Fig. 1: run 1, sequential cells coloured by netlist name
Other sequential cells in the stronger grey, the rest of the logic in the fainter grey.
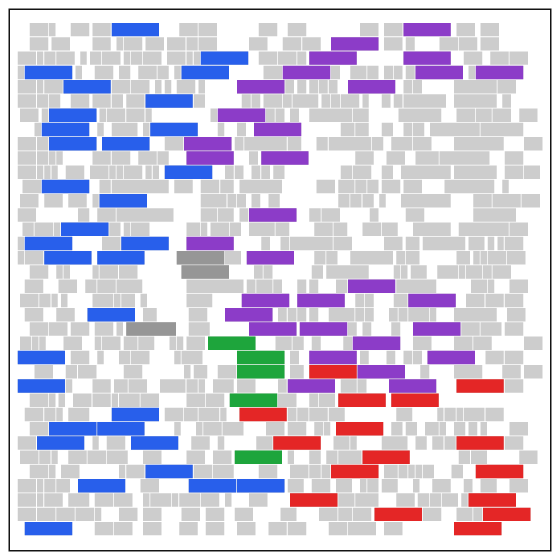
Fig. 2: run 1, signal wires on met3
The bar under the picture is 20 µm long.
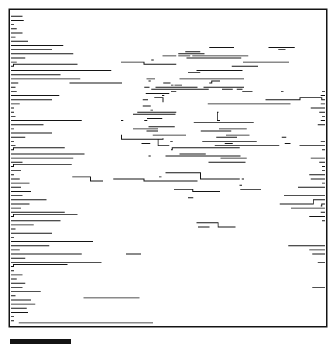
Fig. 3: run 1, gate-type map
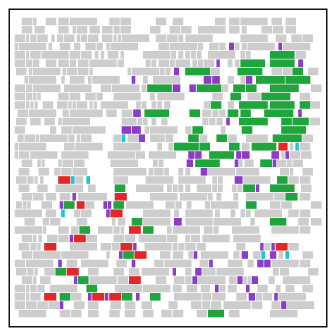
<file path="config.mk">
export PLATFORM = sky130hd
export DESIGN_NAME = regfile_sched_flat
export DESIGN_NICKNAME = d
export VERILOG_FILES = /design/src/rtl/regfile_pkg.sv /design/src/rtl/regfile_sched_if.sv /design/src/rtl/wb_rr_arbiter.sv /design/src/rtl/regfile_sched.sv /design/src/flat_wrapper.sv
export SDC_FILE = /design/constraint.sdc
export NUM_CORES = 1
export LEC_CHECK = 0
export CORE_UTILIZATION = 49
export CTS_CLUSTER_DIAMETER = 200
export DETAILED_ROUTE_END_ITERATION = 6
export PLACE_DENSITY_LB_ADDON = 0.2
export SETUP_SLACK_MARGIN = 0.5
export SYNTH_ARGS = -nofsm -noshare
export SYNTH_HDL_FRONTEND = slang
export SYNTH_SLANG_ARGS = --single-unit
</file>
<file path="constraint.sdc">
create_clock -name clk -period 5.4 [get_ports clk]
set_clock_uncertainty 0.15 [all_clocks]
set_input_delay 1.08 -clock clk [delete_from_list [all_inputs] [get_ports clk]]
set_output_delay 1.08 -clock clk [all_outputs]
set_load 0.03 [all_outputs]
</file>
<file path="src/rtl/regfile_pkg.sv">
// Shared constants and types for the decode-stage register scoreboard and
// writeback scheduler.
package regfile_pkg;

  localparam int unsigned RF_NREG = 32;
  localparam int unsigned RF_AW   = 5;
  localparam int unsigned RF_DW   = 32;

  // Writeback arbitration policies
  localparam int unsigned ARB_RR        = 0;
  localparam int unsigned ARB_FIXED_MEM = 1;

  typedef enum logic {
    SRC_ALU = 1'b0,
    SRC_MEM = 1'b1
  } src_e;

endpackage

</file>
<file path="src/rtl/regfile_sched_if.sv">
// Decode issue, ALU/MEM writeback and register-bank write signals of regfile_sched.
interface regfile_sched_if #(
  parameter int unsigned AW = regfile_pkg::RF_AW,
  parameter int unsigned DW = regfile_pkg::RF_DW
);

  logic          id_valid;
  logic [AW-1:0] id_rs1;
  logic [AW-1:0] id_rs2;
  logic [AW-1:0] id_rd;
  logic          id_wr_en;
  logic          id_ready;

  logic          alu_wb_valid;
  logic [AW-1:0] alu_wb_rd;
  logic [DW-1:0] alu_wb_data;
  logic          alu_wb_ready;

  logic          mem_wb_valid;
  logic [AW-1:0] mem_wb_rd;
  logic [DW-1:0] mem_wb_data;
  logic          mem_wb_ready;

  logic          rf_we;
  logic [AW-1:0] rf_waddr;
  logic [DW-1:0] rf_wdata;

  modport master (
    output id_valid, id_rs1, id_rs2, id_rd, id_wr_en,
    input  id_ready,
    output alu_wb_valid, alu_wb_rd, alu_wb_data,
    input  alu_wb_ready,
    output mem_wb_valid, mem_wb_rd, mem_wb_data,
    input  mem_wb_ready,
    input  rf_we, rf_waddr, rf_wdata
  );

  modport slave (
    input  id_valid, id_rs1, id_rs2, id_rd, id_wr_en,
    output id_ready,
    input  alu_wb_valid, alu_wb_rd, alu_wb_data,
    output alu_wb_ready,
    input  mem_wb_valid, mem_wb_rd, mem_wb_data,
    output mem_wb_ready,
    output rf_we, rf_waddr, rf_wdata
  );

endinterface

</file>
<file path="src/rtl/wb_rr_arbiter.sv">
// Two-requester writeback arbiter: round-robin or fixed MEM-over-ALU priority.
module wb_rr_arbiter
  import regfile_pkg::*;
#(
  parameter int unsigned ARB_MODE = ARB_RR
) (
  input  logic clk,
  input  logic rst_n,
  input  logic req_alu_i,
  input  logic req_mem_i,
  output logic gnt_alu_o,
  output logic gnt_mem_o
);

  src_e last_q, last_d;

  always_comb begin
    gnt_alu_o = 1'b0;
    gnt_mem_o = 1'b0;
    if (req_alu_i && req_mem_i) begin
      if (ARB_MODE == ARB_FIXED_MEM || last_q == SRC_ALU) begin
        gnt_mem_o = 1'b1;
      end else begin
        gnt_alu_o = 1'b1;
      end
    end else begin
      gnt_alu_o = req_alu_i;
      gnt_mem_o = req_mem_i;
    end

    last_d = last_q;
    if (gnt_alu_o) begin
      last_d = SRC_ALU;
    end else if (gnt_mem_o) begin
      last_d = SRC_MEM;
    end
  end

  // Reset to "MEM granted last" so the first contested grant goes to ALU
  always_ff @(posedge clk or negedge rst_n) begin
    if (!rst_n) begin
      last_q <= SRC_MEM;
    end else begin
      last_q <= last_d;
    end
  end

endmodule

</file>
<file path="src/rtl/regfile_sched.sv">
// Decode-stage scoreboard (RAW/WAW interlock) and single-port writeback scheduler
// for the 32-entry register bank.
module regfile_sched
  import regfile_pkg::*;
#(
  parameter int unsigned NREG     = RF_NREG,
  parameter int unsigned AW       = RF_AW,
  parameter int unsigned DW       = RF_DW,
  parameter int unsigned CNT_W    = 16,
  parameter int unsigned ARB_MODE = ARB_RR
) (
  input  logic             clk,
  input  logic             rst_n,
  regfile_sched_if.slave   bus,
  output logic [NREG-1:0]  busy_vec,
  output logic [CNT_W-1:0] stall_cycles,
  output logic             err_spurious
);

  logic [NREG-1:0]  busy_q, busy_d;
  logic             rf_we_q, rf_we_d;
  logic [AW-1:0]    rf_waddr_q, rf_waddr_d;
  logic [DW-1:0]    rf_wdata_q, rf_wdata_d;
  logic [CNT_W-1:0] stall_q, stall_d;
  logic             err_q, err_d;

  logic          gnt_alu, gnt_mem, wb_fire, id_ready, issue;
  logic [AW-1:0] wb_rd;
  logic [DW-1:0] wb_data;

  wb_rr_arbiter #(
    .ARB_MODE(ARB_MODE)
  ) u_arb (
    .clk      (clk),
    .rst_n    (rst_n),
    .req_alu_i(bus.alu_wb_valid),
    .req_mem_i(bus.mem_wb_valid),
    .gnt_alu_o(gnt_alu),
    .gnt_mem_o(gnt_mem)
  );

  assign id_ready = !(busy_q[bus.id_rs1] || busy_q[bus.id_rs2] ||
                      (bus.id_wr_en && busy_q[bus.id_rd]));
  assign issue    = bus.id_valid && id_ready;
  assign wb_fire  = gnt_alu || gnt_mem;
  assign wb_rd    = gnt_mem ? bus.mem_wb_rd : bus.alu_wb_rd;
  assign wb_data  = gnt_mem ? bus.mem_wb_data : bus.alu_wb_data;

  always_comb begin
    // Writes to r0 still handshake but never reach the bank
    rf_we_d    = wb_fire && (wb_rd != '0);
    rf_waddr_d = rf_waddr_q;
    rf_wdata_d = rf_wdata_q;
    if (wb_fire) begin
      rf_waddr_d = wb_rd;
      rf_wdata_d = wb_data;
    end

    // Busy clears as the bank is written, one cycle after the handshake
    busy_d = busy_q;
    err_d  = err_q;
    if (rf_we_q) begin
      if (busy_q[rf_waddr_q]) begin
        busy_d[rf_waddr_q] = 1'b0;
      end else begin
        err_d = 1'b1;
      end
    end
    if (issue && bus.id_wr_en && (bus.id_rd != '0)) begin
      busy_d[bus.id_rd] = 1'b1;
    end
    busy_d[0] = 1'b0;

    stall_d = stall_q;
    if (bus.id_valid && !id_ready && (stall_q != '1)) begin
      stall_d = stall_q + CNT_W'(1);
    end
  end

  always_ff @(posedge clk or negedge rst_n) begin
    if (!rst_n) begin
      busy_q     <= '0;
      rf_we_q    <= 1'b0;
      rf_waddr_q <= '0;
      rf_wdata_q <= '0;
      stall_q    <= '0;
      err_q      <= 1'b0;
    end else begin
      busy_q     <= busy_d;
      rf_we_q    <= rf_we_d;
      rf_waddr_q <= rf_waddr_d;
      rf_wdata_q <= rf_wdata_d;
      stall_q    <= stall_d;
      err_q      <= err_d;
    end
  end

  assign bus.id_ready     = id_ready;
  assign bus.alu_wb_ready = gnt_alu;
  assign bus.mem_wb_ready = gnt_mem;
  assign bus.rf_we        = rf_we_q;
  assign bus.rf_waddr     = rf_waddr_q;
  assign bus.rf_wdata     = rf_wdata_q;
  assign busy_vec         = busy_q;
  assign stall_cycles     = stall_q;
  assign err_spurious     = err_q;

endmodule
</file>
<file path="src/flat_wrapper.sv">
// flat-port wrapper written by rule: the top's interface ports become plain ports
module regfile_sched_flat import regfile_pkg::*;
#(
  parameter int unsigned NREG     = RF_NREG,
  parameter int unsigned AW       = RF_AW,
  parameter int unsigned DW       = RF_DW,
  parameter int unsigned CNT_W    = 16,
  parameter int unsigned ARB_MODE = ARB_RR
)
  (clk, rst_n, busy_vec, stall_cycles, err_spurious, bus_id_valid, bus_id_rs1, bus_id_rs2, bus_id_rd, bus_id_wr_en, bus_id_ready, bus_alu_wb_valid, bus_alu_wb_rd, bus_alu_wb_data, bus_alu_wb_ready, bus_mem_wb_valid, bus_mem_wb_rd, bus_mem_wb_data, bus_mem_wb_ready, bus_rf_we, bus_rf_waddr, bus_rf_wdata);
  regfile_sched_if #(.AW(AW), .DW(DW)) bus_i ();
  input  logic clk;
  input  logic rst_n;
  output logic [NREG-1:0] busy_vec;
  output logic [CNT_W-1:0] stall_cycles;
  output logic err_spurious;
  input wire logic [$bits(bus_i.id_valid)-1:0] bus_id_valid;
  input wire logic [$bits(bus_i.id_rs1)-1:0] bus_id_rs1;
  input wire logic [$bits(bus_i.id_rs2)-1:0] bus_id_rs2;
  input wire logic [$bits(bus_i.id_rd)-1:0] bus_id_rd;
  input wire logic [$bits(bus_i.id_wr_en)-1:0] bus_id_wr_en;
  output wire logic [$bits(bus_i.id_ready)-1:0] bus_id_ready;
  input wire logic [$bits(bus_i.alu_wb_valid)-1:0] bus_alu_wb_valid;
  input wire logic [$bits(bus_i.alu_wb_rd)-1:0] bus_alu_wb_rd;
  input wire logic [$bits(bus_i.alu_wb_data)-1:0] bus_alu_wb_data;
  output wire logic [$bits(bus_i.alu_wb_ready)-1:0] bus_alu_wb_ready;
  input wire logic [$bits(bus_i.mem_wb_valid)-1:0] bus_mem_wb_valid;
  input wire logic [$bits(bus_i.mem_wb_rd)-1:0] bus_mem_wb_rd;
  input wire logic [$bits(bus_i.mem_wb_data)-1:0] bus_mem_wb_data;
  output wire logic [$bits(bus_i.mem_wb_ready)-1:0] bus_mem_wb_ready;
  output wire logic [$bits(bus_i.rf_we)-1:0] bus_rf_we;
  output wire logic [$bits(bus_i.rf_waddr)-1:0] bus_rf_waddr;
  output wire logic [$bits(bus_i.rf_wdata)-1:0] bus_rf_wdata;
  assign bus_i.id_valid = bus_id_valid;
  assign bus_i.id_rs1 = bus_id_rs1;
  assign bus_i.id_rs2 = bus_id_rs2;
  assign bus_i.id_rd = bus_id_rd;
  assign bus_i.id_wr_en = bus_id_wr_en;
  assign bus_id_ready = bus_i.id_ready;
  assign bus_i.alu_wb_valid = bus_alu_wb_valid;
  assign bus_i.alu_wb_rd = bus_alu_wb_rd;
  assign bus_i.alu_wb_data = bus_alu_wb_data;
  assign bus_alu_wb_ready = bus_i.alu_wb_ready;
  assign bus_i.mem_wb_valid = bus_mem_wb_valid;
  assign bus_i.mem_wb_rd = bus_mem_wb_rd;
  assign bus_i.mem_wb_data = bus_mem_wb_data;
  assign bus_mem_wb_ready = bus_i.mem_wb_ready;
  assign bus_rf_we = bus_i.rf_we;
  assign bus_rf_waddr = bus_i.rf_waddr;
  assign bus_rf_wdata = bus_i.rf_wdata;
  regfile_sched #(.NREG(NREG), .AW(AW), .DW(DW), .CNT_W(CNT_W), .ARB_MODE(ARB_MODE)) u_core (.clk(clk), .rst_n(rst_n), .bus(bus_i), .busy_vec(busy_vec), .stall_cycles(stall_cycles), .err_spurious(err_spurious));
endmodule
</file>
==> impl_metrics.ini, run 1 <==
; flow metrics
[status]
status = finished clean

[layout]
fin_nets = 743
drive_above_1_share_pct = 11.96
n_fill_cell = 748
synthToLayoutAreaGrowth_pct = 42.71
n_antenna_cell = 0
largest_register_ffs = 32

[timing]
rsz0062_at_grt = false
hold_ws_ns = 0.3496
period_minus_slack_ns = 4.863
maxSlewViolCount = 0
finalSetupViolCount = 0
fmax_mhz = 205.6
fin_crit_sh_pct = 90.05
maxSlewHeadroom_pct = 26.74
worst_slew_pin_slew_ns = 1.099
fin_setup_tns_ns = 0

[synth]
syn_area_per_cell_um2 = 10.51
ff_type = dfrtp_1
yosys-top-cells-area = dfrtp_1, mux4_2, mux2i_1
synthArstFlopShare_pct = 100.0
netlist_instances = 476
ys.flops = 87
edf_count = 0
synth_cell_types = 54
syn_area_um2 = 5001
largest_area_cell = dfrtp_1
top_area_share_pct = 43.03
ys_cells = 476

[worst_hold_path]
hold-path-endpoint = u_core.stall_cycles[5]
holdPathStages = 1
hold_start = u_core.stall_cycles[5]

[floorplanning]
dieArea_um2 = 10610
rows = 36
core_um2 = 9819
ios = 185
fp.dieH_um = 103.0

[worst_setup_path]
crit_fanout = 5
critPathKind = in -> out
critPathCaptureType = output port
required_ns = 4.17
reg2reg_slack_ns = 2.23
startpoint_type = primary input
r2r_cells = 7

[place]
routabilityCongestion = 0.9509

[clocking]
post_cts_buffers = 0
htree_levels = 3
clkLatencyLatePin_ns = 0.36
cts_buffer_depth = 2
cts_made_buffers = 9
clock-root-buffer = clkbuf_8

[power]
power.density_nw_per_um2 = 439.0
power_mw = 3.133

[global_route]
track_usage_pct = 30.83
grt_pass1_wl_um = 24320
grt_pass1_vias = 4690
grt_max_degree = 88
antenna_found_initial = 0

[drt]
via_per_inst = 6.009
wire_per_inst_um = 20.06
drt_drc_violations_left = 0
drt_iter0_markers = 345
ant_nets = 0
drtPass1Iterations = 5

[flow_run]
max-cap-violations = 0
tool_warnings = 26
About Fig. 1:
| colour | signal | placed flops |
|---|---|---|
| green | u_core.bus.rf_waddr | 5 |
| blue | u_core.bus.rf_wdata | 32 |
| purple | u_core.busy_vec | 31 |
| red | u_core.stall_cycles | 16 |
P_seq: 1.14 mW
Seq/total area: 30.52%

About Fig. 2:
nets with wire on the layer: 155
main direction: horizontal
share of all routed wire: 9.5%
final WL: 15750 µm
met3 GRT Util: 10.17%

About Fig. 3:
| colour | family | cells | most used |
|---|---|---|---|
| red | AND-OR and OR-AND gates | 16 | o221a_2 |
| purple | NAND gates | 63 | nand2_1 |
| green | multiplexers | 60 | mux2i_1 |
| cyan | inverters | 7 | inv_1 |
logic share of the area: 37.32%
Commonest Layout Cell: clkdlybuf4s50_1
Non-Filler Instances: 785

==> run 1: placed cells by master (no fill, tap or decap), types with 5 or more instances in the layout <==
cell and count:
nand3b_1 8, nand2b_1 6, o21ai_0 57, dfrtp_1 86, o21ai_1 8, mux4_2 16
nand4_1 8, inv_1 7, nor2_2 7, nand2_1 32, or3b_2 5, mux2i_1 30
xor2_1 13, nor2_1 57, mux4_1 7, nand3_1 7, o22ai_1 31, buf_4 7
clkdlybuf4s50_1 179, o221a_2 13, clkbuf_8 9
==> run 1: worst max path at each step <==
stage,start,slack [ns],cells after the start,end
final,bus_id_rs2[0],0.54,6,bus_id_ready
after global routing,bus_id_rs2[0],0.50,6,bus_id_ready
after CTS,bus_id_rs2[0],0.54,6,bus_id_ready
after detailed placement,bus_id_rs2[1],0.44,6,bus_id_ready
after global placement,bus_id_rs2[1],0.52,6,bus_id_ready
after floorplan,bus_id_rs2[1],1.09,6,bus_id_ready
==> run 1: where the power goes <==
group | total [mW] | switching (mW) | internal (mW)
registers | 1.14 | 0.312 | 0.830
logic | 1.45 | 0.751 | 0.697
clock network | 0.543 | 0.236 | 0.307
total | 3.13 | 1.30 | 1.83
==> run 1: final cells by class <==
type | instances | area, µm² | share of cell area [%]
Inverter | 7 | 26.28 | 0.3682
Sequential cell | 87 | 2178 | 30.52
Clock inverter | 6 | 108.9 | 1.525
Clock buffer | 10 | 127.6 | 1.788
Multi-Input combinational cell | 354 | 2664 | 37.32
Timing Repair Buffer | 188 | 1866 | 26.14
Tap cell | 133 | 166.4 | 2.332
==> run 1: metrics by stage <==
step	utilization (%)	cells	setup WS (ns)	cell area (µm²)
after floorplan	-	476	1.095	5001
after global placement	70.26	769	0.5237	6899
after detailed placement	70.26	769	0.4439	6899
after global routing	72.68	785	0.5022	7137
final	72.68	785	0.5374	7137
after CTS	72.66	785	0.5355	7134
==> run 1: kinds of logic after synthesis <==
logic type / share of synthesized area [%]
xor+xnor: 2.277
simple gates: 16.09
flops: 43.56
compound gates: 15.81
fa+ha+maj: 0.2501
mux: 18.69
other cells: 0.07498
buf+inv: 3.253
==> run 1: synth_stat cells (3+ instances only) <==
cell type,n
or3b_2,5
clkbuf_1,17
nand3b_1,8
o21ai_0,57
xor2_1,13
nor2_2,7
nor3_1,4
mux4_1,7
mux4_2,16
or4_1,3
nor2b_1,3
mux2_4,3
o21ai_1,9
nand2_1,32
buf_2,4
nand3_1,7
o221a_2,13
buf_6,3
mux2_2,4
buf_1,3
o22ai_1,31
dfrtp_1,86
nand4_1,8
mux2i_1,30
inv_1,7
nor2_1,57
nand2b_1,6
==> run 1: metal layers <==
layer  track usage, %  up-vias  share of wire (%)
li1                 -     2130                  -
met1            38.92     2297                 40
met2            49.33      255                 49
met3            10.17       35                9.4
met4            11.92        0                2.1
met5                0        -                  0
==> run 1: critical path, cell delays in order <==
cell,delay (ns)
clkdlybuf4s50_1,0.62
mux4_1,0.61
mux4_2,0.47
mux2_4,0.32
a211oi_4,0.30
buf_4,0.22
==> run 1: what timing repair did <==
| action | in CTS | in global routing |
|---|---|---|
| gates cloned | 0 | 0 |
| gates resized | 1 | 1 |
| endpoints found under the setup margin | 1 | 1 |
Fig. 4: run 1, the metal 2 layer
Cells faint in the background.
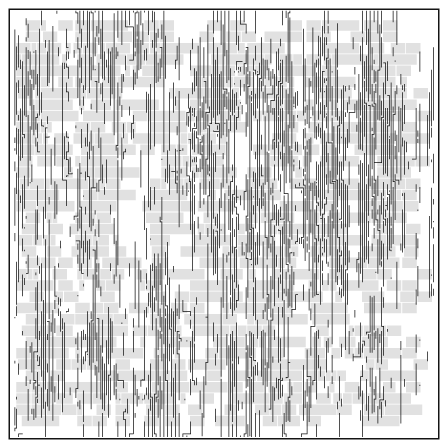

==> run 2, diff against run 1 <==
CORE_MARGIN = 8   (was default)
Fig. 5: run 2, the metal 2 layer
Cells faint in the background.
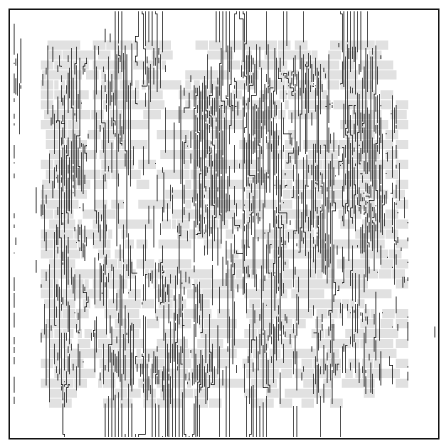
share of all routed wire: 47%
longest straight run: 52.4 µm
nets with wire on the layer: 656
via count: 4757
final WL: 16970 µm
met2 usage in global routing: 41.13%

Fig. 6: run 2, gate-type map
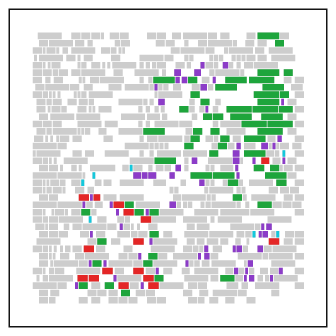
| colour | family | cells | most used |
|---|---|---|---|
| red | AND-OR and OR-AND gates | 16 | o221a_2 |
| green | multiplexers | 60 | mux2i_1 |
| cyan | inverters | 7 | inv_1 |
| purple | NAND gates | 63 | nand2_1 |
logic share of the area: 37.42%
Non-Filler Instances: 788

==> impl_metrics.ini, run 2 <==
; flow metrics
[status]
status = finished clean

[drt]
drt_drc_violations_left = 0
ant_nets = 0
via_per_inst = 6.037
wire_per_inst_um = 21.54
drt_iter0_markers = 428

[global_route]
antenna_found_initial = 0
track_usage_pct = 25.29
grt_max_degree = 88
grt_pass1_vias = 4915

[power]
power.density_nw_per_um2 = 435.6
power_mw = 3.101
clockPowerShare_pct = 15.8
combPwrFrac_pct = 46.9
swShare_pct = 43.25

[floorplanning]
core_um2 = 10140
rows = 37
ios = 185
fp.dieH_um = 117.0

[place]
place_ws_ns = 0.4474
dp_cells = 772
routabilityCongestion = 0.9467

[worst_hold_path]
holdPathStages = 1
hold-path-endpoint = u_core.err_spurious
hold_start = u_core.err_spurious

[timing]
period_minus_slack_ns = 4.725
worst_slew_pin_slew_ns = 1.115
fmax_mhz = 211.6
maxSlewHeadroom_pct = 25.68
maxSlewViolCount = 0
rsz0062_at_grt = false
fin_setup_tns_ns = 0

[worst_setup_path]
critPathKind = in -> out
path_delay_family = buffers and inverters
startpoint_type = primary input
crit_buf_inv = 2
reg2reg_slack_ns = 2.22
worst_path_max_delay_cell = clkdlybuf4s50_1
critPathCaptureType = output port
critPathMaxStageDelay_ns = 0.79
crit_fanout = 10
crit_chain = clkdlybuf4s50_1 > mux4_2 > mux2i_1 > o2111ai_1 > o31a_1 > a211oi_4 > buf_4

[clocking]
htree_levels = 3
cts_made_buffers = 9
clkLatencyLatePin_ns = 0.36
clock-root-buffer = clkbuf_8
post_cts_buffers = 0

[layout]
largest_register_ffs = 32
n_antenna_cell = 0
final_cell_mix = clkdlybuf4s50_1, dfrtp_1, nor2_1, o21ai_0, nand2_1
n_fill_cell = 779
fin_area_um2 = 7119
fin_nets = 743
drive_above_1_share_pct = 12.12

[synth]
yosysMostFrequentCell = dfrtp_1
ff_type = dfrtp_1
largest_area_cell = dfrtp_1
syn_area_per_cell_um2 = 10.51
ys_cells = 476
netlist_instances = 476
yosys-top-cells-area = dfrtp_1, mux4_2, mux2i_1
common_cells = dfrtp_1, nor2_1, o21ai_0, nand2_1, o22ai_1
top_area_share_pct = 43.03
synthArstFlopShare_pct = 100.0

[flow_run]
max-cap-violations = 0
Fig. 7: run 2, sequential cells coloured by netlist name
Other sequential cells in the stronger grey, the rest of the logic in the fainter grey.
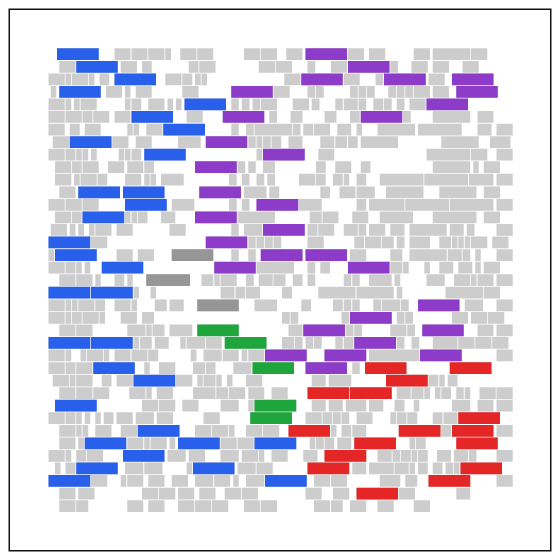
| colour | signal | placed flops |
|---|---|---|
| purple | u_core.busy_vec | 31 |
| green | u_core.bus.rf_waddr | 5 |
| red | u_core.stall_cycles | 16 |
| blue | u_core.bus.rf_wdata | 32 |
not coloured: 3
Flop area: 2178 µm²
Finished Core Util: 70.22%
Seq/total area: 30.60%
P_seq: 1.15 mW

run 2: cell families (layout without fill, tap and decap cells):
family / after synthesis / in the layout / synth area share, %
other: 1 / 1 / 0.07498
AND/OR/NAND/NOR: 156 / 156 / 16.09
adder cells (fa/ha/maj): 1 / 1 / 0.2501
buffers and inverters: 35 / 211 / 3.253
XOR/XNOR: 13 / 13 / 2.277
flip-flops: 87 / 87 / 43.56
AND-OR/OR-AND: 123 / 123 / 15.81
multiplexers: 60 / 60 / 18.69
run 2: repair_timing:
item	4_1_cts	5_1_grt
resized	1	2
pin swaps	0	0
endpoints found under the setup margin	1	1
run 2: area by class of cell:
| type | count | area (µm²) | area share (%) |
|---|---|---|---|
| multi-input cells | 354 | 2664 | 37.42 |
| flip-flops and latches | 87 | 2178 | 30.60 |
| repair buffers | 188 | 1868 | 26.24 |
| well taps | 136 | 170.2 | 2.390 |
| clock buffers | 10 | 137.6 | 1.933 |
| clock inverters | 6 | 75.07 | 1.054 |
| inverters | 7 | 26.28 | 0.3691 |
run 2: worst max-delay path by stage:
stage,startpoint,end,slack [ns],depth (start not counted)
2_1_floorplan,bus_id_rs2[1],bus_id_ready,1.09,6
3_3_place_gp,bus_id_rs2[1],bus_id_ready,0.51,6
3_5_place_dp,bus_id_rs2[1],bus_id_ready,0.45,6
4_1_cts,bus_id_rs2[0],bus_id_ready,0.51,6
5_1_grt,bus_id_rs1[0],bus_id_ready,0.56,7
6_report,bus_id_rs1[0],bus_id_ready,0.67,7
run 2: worst register-to-register path: stages (launching register included):
cell and delay, ns:
dfrtp_1 0.50, mux4_1 0.55, mux4_2 0.48, mux2_4 0.32, nor4_4 0.34, nand3b_1 0.41, o21ai_0 0.33
run 2: per-layer routing:
layer	GRT usage (%)	wire [µm]
met1	30.06	6323
met2	41.13	8008
met3	10.11	2185
met4	8.191	455
met5	0	0
run 2: stage by stage:
step	hold WS, ns	utilization [%]
2_1_floorplan	0.3633	-
3_3_place_gp	0.3230	68.09
3_5_place_dp	0.3292	68.09
4_1_cts	0.3542	70.17
5_1_grt	0.3679	70.22
6_report	0.3509	70.22
run 2: power by group through the flow:
stage / clock network, mW / logic, mW / registers, mW
2_1_floorplan: 0 / 0.547 / 1.37
6_report: 0.492 / 1.46 / 1.15
3_5_place_dp: 0 / 1.46 / 1.16
4_1_cts: 0.502 / 1.46 / 1.14
5_1_grt: 0.530 / 1.54 / 1.17
3_3_place_gp: 0 / 1.43 / 1.15
Fig. 8: run 2, signal wires on met3
The bar under the picture is 20 µm long.
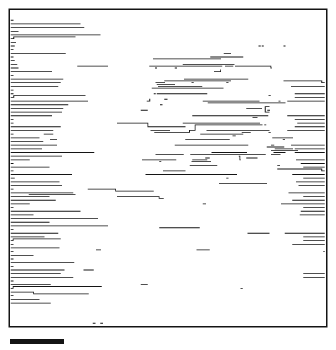

==> run 3, diff against run 2 <==
RECOVER_POWER = 100   (was default)
Fig. 9: run 3, signal wires on met3
The bar under the picture is 20 µm long.
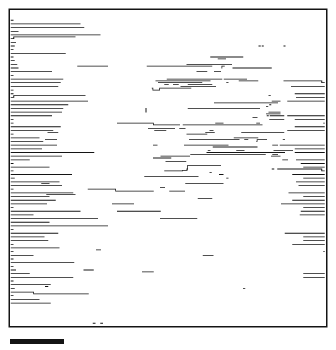
nets with wire on the layer: 174
wire length on this layer: 2020 µm
main direction: horizontal
longest straight run: 35.6 µm
share of all routed wire: 12%
final WL: 16930 µm
via count: 4777
met3 GRT Util: 10.11%

Fig. 10: run 3, routing congestion map
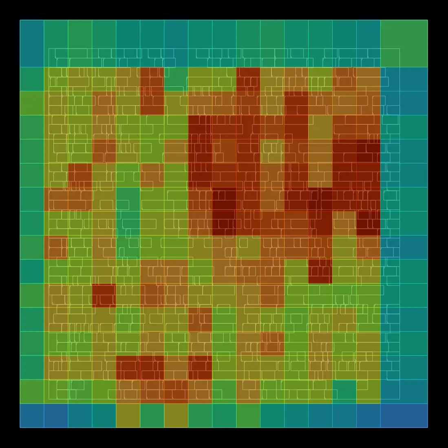
met1 Track Usage GR: 30.06%
WL/cell: 21.48 µm
GRT Overall Usage: 25.29%
GRT busiest layer: met2

==> impl_metrics.ini, run 3 <==
; flow metrics
[status]
status = complete, but fails checks
violations = capacitance limit, slew limit

[synth]
ys_cells = 476
ff_type = dfrtp_1
synthAdderAreaFrac_pct = 0.2502
synthArstFlopShare_pct = 100.0
common_cells = dfrtp_1, nor2_1, o21ai_0, nand2_1, o22ai_1
top_logic_kind = multiplexers
edf_count = 0
syn_area_per_cell_um2 = 10.51
yosysMostFrequentCell = dfrtp_1
synthXorXnorAreaFrac_pct = 2.277
ys_sh_aoi_pct = 15.81
simple_gate_area_share_pct = 16.09
netlist_instances = 476
ys_sh_mux_pct = 18.69
yosys-top-cells-area = dfrtp_1, mux4_2, mux2i_1
top_area_share_pct = 43.03
largest_area_cell = dfrtp_1

[layout]
fin_area_um2 = 7071
fin_nets = 743
final_cell_mix = dlygate4sd3_1, clkdlybuf4s50_1, dfrtp_1
n_antenna_cell = 0
final_cells = 788
largest_register_ffs = 32
n_fill_cell = 789
flop_area_um2 = 2178
drive_above_1_share_pct = 10.58

[worst_setup_path]
startpoint_type = primary input
critPathCaptureType = output port
reg2reg_slack_ns = 1.84
crit_path_end = bus_id_ready
cp.arrival_ns = 3.65
critPathKind = in -> out
crit_start = bus_id_rs1[0]
crit_fanout = 10

[timing]
maxSlewViolCount = 127
fmax_mhz = 204.9
worst_slew_pin_slew_ns = 2.191
fin_setup_tns_ns = 0
rsz0062_at_grt = false
hold_viol_final = 0
maxSlewHeadroom_pct = -46.07
hold_ws_ns = 0.3468

[place]
place_ws_ns = 0.4474
routabilityCongestion = 0.9467
dp_cells = 772

[global_route]
antenna_found_initial = 0
grt_pass1_vias = 4915

[flow_run]
max-cap-violations = 2

[clocking]
cts_made_buffers = 9
clock-root-buffer = clkbuf_8
clkLatencyLatePin_ns = 0.36

[drt]
drt_iter0_markers = 415
ant_nets = 0
drt_drc_violations_left = 0
via_per_inst = 6.062

[power]
power_mw = 3.007
combPwrFrac_pct = 45.5
clockPowerShare_pct = 16.4
power.density_nw_per_um2 = 425.3
swShare_pct = 44.08

[floorplanning]
fp.dieH_um = 117.0
rows = 37
core_um2 = 10140

[worst_hold_path]
hold_start = u_core.stall_cycles[8]
Fig. 11: run 3, gate-type map
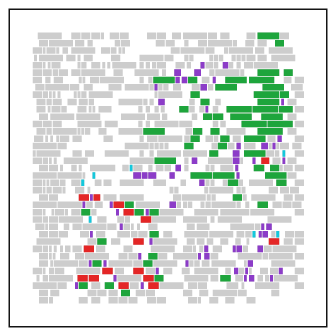
| colour | family | cells | most used |
|---|---|---|---|
| green | multiplexers | 60 | mux2i_1 |
| red | AND-OR and OR-AND gates | 16 | o221a_2 |
| cyan | inverters | 7 | inv_1 |
| purple | NAND gates | 63 | nand2_1 |
Commonest Layout Cell: dlygate4sd3_1
logic share of the area: 37.18%

-- run 3: cell counts after synthesis --
No cell type changed its count.
-- run 3: area by class of cell --
cell class,instances,area share (%)
timing repair buffer,188,26.23
sequential,87,30.81
clock buffer,10,1.947
multi-input combinational,354,37.18
inverter,7,0.3716
tap,136,2.407
clock inverter,6,1.062
-- run 3: cell families after synthesis --
kind of cell | count (synthesis)
other | 1
XOR/XNOR | 13
multiplexers | 60
buffers and inverters | 35
adder cells (fa/ha/maj) | 1
AND-OR/OR-AND | 123
flip-flops | 87
AND/OR/NAND/NOR | 156
-- run 3: critical path, stage by stage --
cell	delay, ns
dlygate4sd3_1	0.87
mux4_2	0.57
mux2i_1	0.22
o2111ai_1	0.13
o31a_1	0.17
a211oi_4	0.25
clkbuf_1	0.35
-- run 3: worst min-delay path by stage --
stage | cells after the start | to
global route | 1 | u_core.stall_cycles[8]
detailed placement | 1 | u_core.err_spurious
finish | 1 | u_core.stall_cycles[8]
floorplan | 1 | u_core.u_arb.last_q
global placement | 1 | u_core.err_spurious
CTS | 1 | u_core.stall_cycles[8]
-- run 3: power groups by stage --
| stage | logic (mW) | registers (mW) | clock network, mW |
|---|---|---|---|
| final | 1.37 | 1.15 | 0.492 |
| after global routing | 1.45 | 1.17 | 0.530 |
| after CTS | 1.46 | 1.14 | 0.502 |
| after detailed placement | 1.46 | 1.16 | 0 |
| after global placement | 1.43 | 1.15 | 0 |
| after floorplan | 0.547 | 1.37 | 0 |
-- run 3: layer usage --
metal	vias to the layer above	track usage (%)	share of wire (%)	wire (µm)
li1	2125	-	-	-
met1	2341	30.06	38	6398
met2	274	41.13	48	8139
met4	0	8.191	2.2	372
met3	37	10.11	12	2017
met5	-	0	0	0
-- run 3: repair_timing --
action / CTS / global route
gates resized: 1 / 2
pin swaps: 0 / 0
setup endpoints to repair: 1 / 1
setup buffers: 0 / 0
No activity file was given, so power comes from the tool's default toggle rates.
